[src/rtl/load_store_unit_pkg.sv]
// load_store_unit_pkg: funct3 codes, FSM state encodings and access legality check
package load_store_unit_pkg;

   localparam logic [2:0] F3_B  = 3'b000;
   localparam logic [2:0] F3_H  = 3'b001;
   localparam logic [2:0] F3_W  = 3'b010;
   localparam logic [2:0] F3_BU = 3'b100;
   localparam logic [2:0] F3_HU = 3'b101;

   localparam logic [2:0] S_IDLE = 3'd0;
   localparam logic [2:0] S_REQ  = 3'd1;
   localparam logic [2:0] S_RESP = 3'd2;
   localparam logic [2:0] S_DONE = 3'd3;
   localparam logic [2:0] S_ERR  = 3'd4;

   // funct3[1:0] gives the size for every legal code: 00 byte, 01 half, 10 word
   function automatic logic bad_access(input logic we, input logic [2:0] f3, input logic [1:0] a);
      logic inv, mis;
      inv = we ? (f3 > F3_W) : (f3 == 3'b011 || f3[2:1] == 2'b11);
      mis = (f3[1:0] == 2'b01 && a[0]) || (f3[1:0] == 2'b10 && a != 2'b00);
      return inv || mis;
   endfunction

endpackage

[src/rtl/load_store_unit_load_align.sv]
// load_align: extracts the addressed byte/halfword from a bus word and extends it
module load_align
   import load_store_unit_pkg::*;
(
   input  logic [31:0] rdata,
   input  logic [1:0]  off,
   input  logic [2:0]  funct3,
   output logic [31:0] val
);

   logic [31:0] sh;
   logic [7:0]  b;
   logic [15:0] h;

   always_comb begin
      sh  = rdata >> {off, 3'b000};
      b   = sh[7:0];
      h   = off[1] ? rdata[31:16] : rdata[15:0];
      val = funct3 == F3_B  ? {{24{b[7]}}, b} :
            funct3 == F3_BU ? {24'b0, b} :
            funct3 == F3_H  ? {{16{h[15]}}, h} :
            funct3 == F3_HU ? {16'b0, h} : rdata;
   end

endmodule

[src/rtl/load_store_unit.sv]
// load_store_unit: multi-cycle load/store over a valid/ready bus, stalling the core until done
module load_store_unit
   import load_store_unit_pkg::*;
#(
   parameter int TIMEOUT_CYCLES = 16,
   parameter int ADDR_W         = 32
) (
   input  logic              clk,
   input  logic              rst,
   input  logic              mem_req,
   input  logic              mem_we,
   input  logic [2:0]        funct3,
   input  logic [ADDR_W-1:0] addr,
   input  logic [31:0]       wdata,
   output logic [31:0]       rdata,
   output logic              stall,
   output logic              done,
   output logic              err,
   output logic              bus_valid,
   input  logic              bus_ready,
   output logic              bus_we,
   output logic [ADDR_W-1:0] bus_addr,
   output logic [31:0]       bus_wdata,
   output logic [3:0]        bus_wstrb,
   input  logic              bus_rvalid,
   input  logic [31:0]       bus_rdata
);

   localparam int CW = $clog2(TIMEOUT_CYCLES + 1) + 1;

   logic [2:0]    state_q;
   logic [CW-1:0] cnt_q;
   logic [2:0]    f3_q;
   logic [1:0]    off_q;
   logic [31:0]   rdata_q, ld_val, wd_lane;
   logic [3:0]    strb;
   logic          timeout;

   load_align u_align (
      .rdata  (bus_rdata),
      .off    (off_q),
      .funct3 (f3_q),
      .val    (ld_val)
   );

   assign wd_lane = funct3[1:0] == 2'b00 ? {4{wdata[7:0]}} :
                    funct3[1:0] == 2'b01 ? {2{wdata[15:0]}} : wdata;
   assign strb    = !mem_we                ? 4'b0000 :
                    funct3[1:0] == 2'b00   ? 4'b0001 << addr[1:0] :
                    funct3[1:0] == 2'b01   ? (addr[1] ? 4'b1100 : 4'b0011) : 4'b1111;
   assign timeout = (TIMEOUT_CYCLES != 0) && (cnt_q == CW'(TIMEOUT_CYCLES - 1));

   // stall is gated by rst so every output reads 0 while reset is held
   assign bus_valid = state_q == S_REQ;
   assign done      = state_q == S_DONE || state_q == S_ERR;
   assign err       = state_q == S_ERR;
   assign rdata     = err ? 32'b0 : rdata_q;
   assign stall     = rst && mem_req && !done;

   always_ff @(posedge clk or negedge rst) begin
      if (!rst) begin
         state_q   <= S_IDLE;
         cnt_q     <= '0;
         f3_q      <= '0;
         off_q     <= '0;
         rdata_q   <= '0;
         bus_we    <= 1'b0;
         bus_addr  <= '0;
         bus_wdata <= '0;
         bus_wstrb <= '0;
      end else begin
         case (state_q)
            S_IDLE: if (mem_req) begin
               if (bad_access(mem_we, funct3, addr[1:0])) state_q <= S_ERR;
               else begin
                  state_q   <= S_REQ;
                  cnt_q     <= '0;
                  f3_q      <= funct3;
                  off_q     <= addr[1:0];
                  bus_we    <= mem_we;
                  bus_addr  <= {addr[ADDR_W-1:2], 2'b00};
                  bus_wdata <= wd_lane;
                  bus_wstrb <= strb;
               end
            end
            S_REQ: begin
               cnt_q <= cnt_q + 1'b1;
               if (timeout) state_q <= S_ERR;
               else if (bus_ready) state_q <= bus_we ? S_DONE : S_RESP;
            end
            S_RESP: begin
               cnt_q <= cnt_q + 1'b1;
               if (timeout) state_q <= S_ERR;
               else if (bus_rvalid) begin
                  rdata_q <= ld_val;
                  state_q <= S_DONE;
               end
            end
            default: state_q <= S_IDLE;
         endcase
      end
   end

endmodule

[config.mk]
export PLATFORM = sky130hd
export DESIGN_NAME = load_store_unit
export DESIGN_NICKNAME = d
export VERILOG_FILES = /design/src/rtl/load_store_unit_pkg.sv /design/src/rtl/load_store_unit_load_align.sv /design/src/rtl/load_store_unit.sv
export SDC_FILE = /design/constraint.sdc
export NUM_CORES = 1
export LEC_CHECK = 0
export ABC_AREA = 1
export CELL_PAD_IN_SITES_DETAIL_PLACEMENT = 2
export CELL_PAD_IN_SITES_GLOBAL_PLACEMENT = 2
export CORE_MARGIN = 4
export CORE_UTILIZATION = 26
export DETAILED_ROUTE_END_ITERATION = 7
export MAX_ROUTING_LAYER = met4
export PLACE_DENSITY_LB_ADDON = 0.1
export SLEW_MARGIN = 20
export SYNTH_ARGS = -nofsm -noshare
export SYNTH_HDL_FRONTEND = slang
export SYNTH_SLANG_ARGS = --single-unit
[constraint.sdc]
create_clock -name clk -period 2.3 [get_ports clk]
set_input_delay 0.46 -clock clk [delete_from_list [all_inputs] [get_ports clk]]
set_output_delay 0.46 -clock clk [all_outputs]
set_load 0.05 [all_outputs]
Figure 1. Wiring heat map.
(2 px per micron) The die is cut into 32 by 32 equal tiles; white is low, dark blue is high, scaled to the fullest tile. Values are wire area over tile area, all layers added.
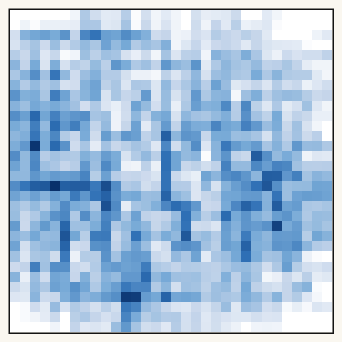
nearly empty tiles: 5.2%
emptiest ninth of the die: top right
tiles over half the peak: 25%

Figure 2. Routing congestion.
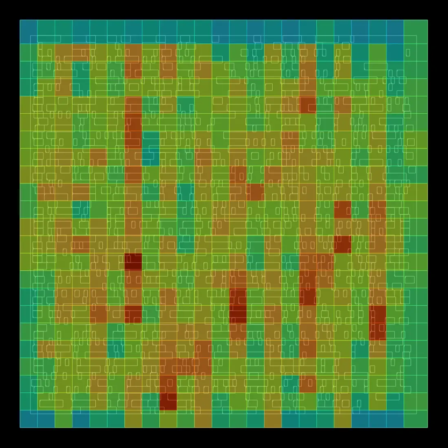
GR Layer Usage met3: 5.89%
met1 usage: 22.9%
Util after Layout: 39.9%

==> CHANGELOG.md <==
## Flow update

- Fillers: approximately 2800
- Avg Inst Size Synth: slightly below 7 sq um
- DP HPWL: roughly 18000 microns
- CTS Hold Bufs: 0
- CP bufs+invs: 3
- Critical path class: flip-flop to output port
- Ys flop type: dfrtp_1
- Achievable Freq: approximately 0.47 GHz
- Crit path max fanout: 3
- Setup Skew: roughly 13 ps
- Layout cells sized above 1: 10.8%
- Worst setup SP type: flip-flop
- Ys async rst share: 100%
- Worst relative slew slack: between 50% and 60%
- Crit. End Element: output port
- Post-synth seq share: 46.3%
- Yosys cell types: 27
- Grt ovf: 0
- Die Ht: approximately 160 microns
- Arrival time at the worst endpoint: between 1500 and 2000 ps
- Postcts setup bufs: 0
- Final Hold Viols: 0
- Final Max Slew Viols: 0
- Leakage: 0.00473 uW
- Worst R2R Start: cnt_q[0]
- Slowest CP cell: dfrtp_1
- CP top delay family: simple AND/OR/NAND/NOR gates
- Number of placement rows: 55
- Ports: between 200 and 250
- H-Tree Depth: 4
- CTS Root Cell: clkbuf_16
- Synthesis area per yosys: 6100 sq um
- Most frequent logic cell in the layout: nand2_1
- Max Cap Viol: 0
- Yosys reg bits: between 100 and 150
- CP required: approximately 1800 ps
- Worst hold path type: input pin to asynchronous set/reset pin
- Yosys Instances: 887
- Cell count after placement: 1391
- DIE AREA: approximately 26000 sq um
- Number of synthesized flops with an enable pin: 0
- DRC: 0
- Late-Pin Clk Latency: 420 ps
- TritonCTS clock tree: built
- I/O Buffers: 207
- Maximum vdd drop: between 0.9 and 1 mV
- Critical path's largest stage delay: slightly above 400 ps
- R2R setup slack: between 400 and 500 ps
- Area grow syn2layout: 49.2%
- Total CTS buffers: 17
- Final wirelength: between 20000 and 25000 microns
- First DRT Iteration DRCs: ~170
- Final nets: ~1200
- Total tool warning count: 28
- Yosys warning total: 0
- DR pass1 iterations: 4
- Critical Path Start: state_q[0]
- CORE AREA: 22800 sq um
- CP endpoint: stall
- CP Cell Sequence: inv_1 > nand2_1 > nor2_2 > inv_1 > nand2_1 > nor2_4 > nor2_2 > buf_12
- CP Depth: 8
- PD cells: between 1500 and 2000 nW/um^2
- Tcrit/Tclk final: 92.8%
- Top Layout Cells: nand2_1, clkdlybuf4s50_1, dfrtp_1, inv_1, nand3_1
- Logic area: around 2700 sq um
- Status: finished clean
- GRT Total Usage: 19.5%
- Total number of vias: 6398
- Max Root-Sink Buffers: 2
- WL per Instance: about 17 microns
- FF-to-FF End: rdata_q[23]
- First-pass GRT wire length: just under 40000 microns
- Detail Route Antenna Nets: 0
- Via/cell ratio: roughly 4.5
- Largest net degree at the start of global routing: approximately 110
- Post-Layout Cell Count: between 1000 and 1500
## worst min path at each step
stage | startpoint | to | slack [ps]
floorplan | rst | bus_addr[10] | 160
detailed placement | bus_addr[26] | bus_addr[26] | 470
CTS | rst | rdata_q[2] | 240
finish | rst | rdata_q[2] | 180
global placement | bus_addr[27] | bus_addr[27] | 460
global route | rst | rdata_q[2] | 220
## routing by layer
| layer | GRT usage [%] | part of all wire, % |
|---|---|---|
| met1 | 22.9 | 44 |
| met2 | 33.1 | 49 |
| met3 | 5.89 | 6.0 |
| met4 | 4.38 | 0.91 |
| met5 | - | 0 |
## flip-flops by register name, indices dropped and copies added, names as in the netlist
name and flops:
bus_wdata 32, rdata_q 32, bus_addr 30, cnt_q 6, bus_wstrb 4, f3_q 3
state_q 3, off_q 2, bus_we 1
## report_power, final
group          switching, uW  internal (uW)
registers                628           2930
clock network           1040           1600
logic                   5860           2750
## stage by stage
step / setup TNS [ps] / area [sq um] / power, uW / worst slack [ps]
finish: 0 / 9110 / 14800 / 166
global route: -0.0383 / 9110 / 15900 / -0.0383
CTS: 0 / 9090 / 15100 / 53.0
detailed placement: 0 / 8510 / 12300 / 108
global placement: 0 / 8510 / 12100 / 161
floorplan: 0 / 6110 / 9130 / 75.0
## cell usage after synthesis (2+ instances only)
cell type	count	area (sq um)
buf_1	5	18.8
buf_2	13	65.1
nor2_2	4	25.0
o21ai_1	3	15.0
nor2_1	47	176
nand2_1	444	1670
dfrtp_1	113	2830
a21boi_0	7	52.6
clkbuf_1	6	22.5
inv_2	6	22.5
or2_2	8	50.1
buf_6	5	56.3
nand3_1	74	370
nand2_2	2	12.5
inv_1	81	304
a21oi_1	4	20.0
o21ai_0	44	220
buf_4	12	90.1
## cell type report
class / instances / area share, %
tap: 313 / 4.30
antenna: 1 / 0.0275
sequential: 113 / 31.1
multi-input combinational: 647 / 29.8
inverter: 87 / 3.59
clock buffer: 17 / 4.67
clock inverter: 15 / 1.76
timing repair buffer: 231 / 24.8
## cell families after synthesis
kind of cell / count (synthesis) / synth area share, %
AOI/OAI and AO/OA: 61 / 5.43
buffers and inverters: 128 / 9.49
adders and majority gates: 1 / 0.205
other: 1 / 0.0615
DFF: 113 / 46.3
and+or+nand+nor: 583 / 38.5
## timing repair
item | 4_1_cts | 5_1_grt
setup endpoints to repair | 0 | 1
resized | 0 | 4
hold endpoints to repair | 0 | 0
No activity file was given, so power comes from the tool's default toggle rates.
